==> config.mk <==
export PLATFORM = sky130hd
export DESIGN_NAME = disp_spi_cmd_decoder
export DESIGN_NICKNAME = d
export VERILOG_FILES = /design/src/rtl/disp_spi_cmd_decoder_pkg.sv /design/src/rtl/disp_spi_cmd_decoder_regfile.sv /design/src/rtl/disp_spi_cmd_decoder.sv
export SDC_FILE = /design/constraint.sdc
export NUM_CORES = 1
export LEC_CHECK = 0
export CAP_MARGIN = 5
export CORE_UTILIZATION = 46
export CTS_CLUSTER_DIAMETER = 200
export DETAILED_ROUTE_END_ITERATION = 8
export PLACE_DENSITY = 0.76
export SYNTH_ARGS = -nofsm -noshare
export SYNTH_HDL_FRONTEND = slang
export SYNTH_SLANG_ARGS = --single-unit
==> constraint.sdc <==
create_clock -name CLK_12_MHZ -period 1.9 [get_ports CLK_12_MHZ]
set_input_delay 0.285 -clock CLK_12_MHZ [delete_from_list [all_inputs] [get_ports CLK_12_MHZ]]
set_output_delay 0.285 -clock CLK_12_MHZ [all_outputs]
set_load 0.01 [all_outputs]
==> images/clk_routes.png <==
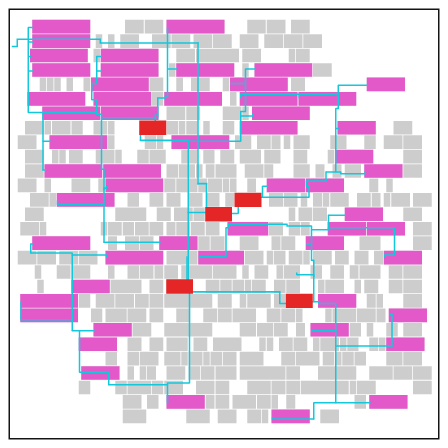
flip-flops: in magenta, count 55. clock wires: in cyan, length 649 um. clock drivers: in red, count 5.
There are 6 routed clock nets. Position of the flops: widely spread.
clock share of power: 30.0%
Fin Clk Skew: 9.479 ps

==> images/placement_by_type.png <==
The bar under the picture is 20 um long.
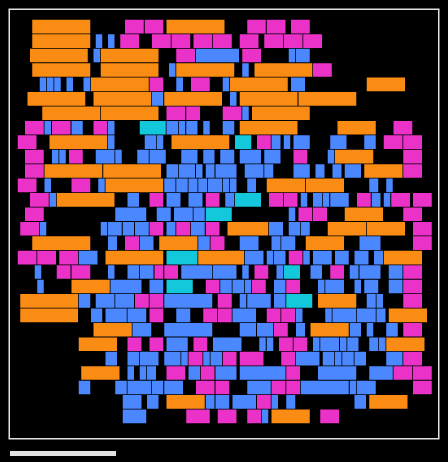
combinational and other logic: in blue, cells 213, share of their area 38%. sequential cells: in orange, cells 55, share of their area 35%. remaining buffers and delay cells: in magenta, cells 109, share of their area 24%. clock drivers and dummy loads: in cyan, cells 8, share of their area 2.6%.
Post-Layout Inst Area: 4071 um^2
number of rows created at floorplan: 28

==> images/power_grid.png <==
Pins as bars on the die edge. Tap cells in grey.
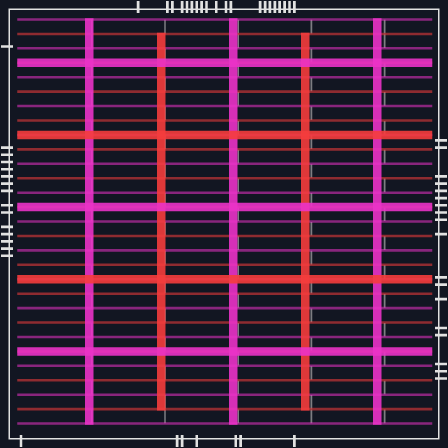
VDD: in red. VSS: in magenta.
The core has 28 rows. 75 tap cells. 5 straps on met4.
core area: 5956 um^2
peak ir drop on the vdd network: 0.0003958 V
die y size: 80.67 um
die width: 80.67 um

==> summary.txt <==
Status on the layout run. Overall power consumption after layout is estimated at 0.002404 W. Checking max transition, the worst relative margin is 62.71%. Number of clock sinks seen by CTS landed at 55. Entering global routing, the biggest net connects 21 pins. Number of distinct library cell variants in the gate-level netlist after synthesis landed at 53. The run finished with clean final reports. In the final report, the number of hold violations comes to 0.

Delay of the slowest critical-path stage landed at 410 ps. In the post-synthesis netlist, the biggest area contributors are edfxtp_1 (32%), dfxtp_1 (18%), ha_1 (5.3%). The root buffer cell chosen for the clock tree is clkbuf_8. CTS built an H-tree with a depth of 2.

Clock period minus worst slack landed at 1875 ps. nor2_1 is the most common cell in the netlist. Clock transition time at the flip-flop clock pins of the worst setup and hold paths landed at 110 ps. Number of nets still failing antenna checks after routing landed at 0. Final-report setup violation count landed at 0. Summing over every cut layer, the via total after detailed routing is roughly 2600.

Share of the clock period used by the worst path after layout landed at around 99%. Global-route total usage across every layer landed at 24.44%. Yosys mapped a number of flops with a built-in enable equal to 30. The timing report shows that the slowest cell on the worst path is dfxtp_4.

Number of violations of the max-capacitance limit landed at 0. Fmax landed at 533.5 MHz. Yosys reports the multiplexer fraction of the synthesized area as 6.857%.

Of the combinational cells, the family taking the most area is simple AND/OR/NAND/NOR gates. edfxtp_1 takes more of the synthesized area than any other cell. Clock latency reported for the late side of the worst-skew pair landed at roughly 320 ps. The cell-mix breakdown from Yosys lists the adder-cell area share as 5.275%. Iteration tally of the first detailed-router pass landed at 5.

Depth of the worst hold-timing path landed at 1. Required time at the endpoint of the critical path landed at 1930 ps. Count of warning messages emitted by the tools landed at 36.

The pin closest to its max-slew limit shows a slew of 557.3 ps. The synthesized netlist was found by Yosys to have 279 cells. Data arrives at the worst endpoint at 1910 ps. After detailed routing, the number of vias per cell comes to approximately 5.6. Counting the warning lines in the Yosys log gives 0. Post-synthesis, Yosys gives the total cell area as 2846 um^2. Counting buffers and inverters, the worst setup path is 7 cells deep. TritonCTS created 5 clock buffers. Power density over the cells landed at 590.3 nW/um^2. Critical-path maximum fanout landed at 5. Number of synthesized register bits landed at ~55. According to the I/O placement log, the pin count is ~60. Checking hold timing, the worst path is listed with class reg -> reg. Across all setup checks in the final design, the least slack found is 25.45 ps. Before placement the cells fill 47.79% of the core.

Proportion of synthesized chip area in sequential cells landed at 49.23%. Violation tally from detailed-route iteration zero landed at roughly 180. Hold repair after CTS inserted 0 buffers. The buffer_ports step reported a buffer count of 58.

Between the synthesized netlist and the finished layout, the area growth was recorded as 43.03%. Once placement finished, the instance area stood at 3827 um^2. Post-synthesis share of cell area spent on and, or, nand and nor gates landed at 21.67%. The worst setup path is launched from a register. Number of pins exceeding their max-slew limit in the final report landed at 0. Number of nets in the finished design landed at 409.

Area share of the largest cell type after synthesis landed at a little under a third. The synthesized netlist occupies a cell area of 2846 um^2. The number of nets handed over by synthesis was 304. In the synthesized netlist the async set-or-reset flop fraction comes to 0%. Area of the die landed at 6507 um^2. After global routing the overflow that remains totals 0. The commonest register cell is edfxtp_1. Register-to-register setup slack landed at around 25 ps. In this run, the synthesized area fraction spent on AND-OR/OR-AND gates is recorded as 12.92%. Minimum setup slack after placement landed at -393.6 ps.

Dividing the detail-routed wire length by the instance count gives between 15 and 20 um. After legalization and detailed placement, the total HPWL measured 5629 um. The worst setup path is captured at a register. Cell count of the worst reg-to-reg path landed at 7. Number of DRC violations after detailed routing landed at 0. Setup TNS landed at 0 ps. Per the post-synthesis report, the number of cells in the design is 279. Wire length after detailed routing landed at roughly 8000 um. The kind of cell with the highest combined delay along the critical path is simple AND/OR/NAND/NOR gates. First-pass GRT wire length landed at 11850 um. Fraction of final layout cells with drive strength greater than 1 landed at 23.12%. CTS reports a maximum clock tree buffer depth of 2. Standby leakage power landed at 1.604 nW. By count the netlist is led by nor2_1 (33), edfxtp_1 (30), dfxtp_1 (25). Parity-gate share of the synthesized area counting xor and xnor cells landed at 0%.

The initial antenna violation count came to 0. Routability-driven placement finished with a final weighted congestion of 0.9037. Mean cell area of the mapped netlist landed at 10.20 um^2. The register with the most flip-flops in the layout has 30 of them.

The number of global-route vias before repair was approximately 2400. The critical path is of the reg -> reg type. The number of buffers and inverters on the critical path is 2. TritonCTS built the clock tree. The cell sequence reported for the critical path is inv_2, ha_2, nand4b_1, a211oi_2, buf_4, nand3b_1, nand2_2. 0 antenna diodes ended up in the layout.
[metrics by stage]
step                util (%)  hold WS, ps  cells
finish                 68.36        489.2    460
global placement       64.26        443.5    447
global route           68.36        520.3    460
floorplan                  -        436.6    279
detailed placement     64.26        473.3    447
CTS                    66.85        498.8    457
[layer usage]
layer  GRT usage, %  vias up  part of all wire (%)
met4          6.429        0                   1.3
met1          30.39     1239                    44
li1               -     1226                     -
met2          42.80       90                    49
met5              0        -                     0
met3          4.886       12                   5.7
[layout by cell type, fill, tap and decap left out, types with 2 or more instances in the layout]
cell type	count
clkdlybuf4s50_1	56
buf_4	50
nor2_1	32
edfxtp_1	30
dfxtp_1	23
nand2_1	19
mux2i_1	15
inv_1	13
nor2b_1	11
o21ai_0	10
nand3_1	9
nand2b_1	8
ha_1	8
nand3b_1	6
o211ai_1	6
clkbuf_8	5
and3_1	4
nand2_2	4
nand4_1	4
nor3_1	4
o31ai_1	4
inv_2	3
ha_4	3
mux2_2	2
o21ai_4	2
o2111ai_1	2
and2_1	2
or3_1	2
a22oi_1	2
a41oi_1	2
o2111a_1	2
a21oi_1	2
inv_6	2
dlymetal6s2s_1	2
[repair_timing]
action / 4_1_cts / 5_1_grt
pin swaps: 0 / 6
cloned: 1 / 0
gates resized: 7 / 24
setup endpoints to repair: 17 / 65
setup buffers: 1 / 3
[final cells by class]
class                      instances  area, um^2
fill                             463        1884
multi-input combinational        196        1436
sequential                        55        1406
timing repair buffer             109       965.9
tap                               75       93.84
clock buffer                       5       68.82
inverter                          17       66.31
clock inverter                     3       33.78
[where the power goes]
part,internal (W),switching (W)
Combinational,0.000190,0.000180
Sequential,0.00128,0.0000273
Clock,0.000281,0.000441
Total,0.00176,0.000648
Power is estimated from default activity; no workload was simulated.
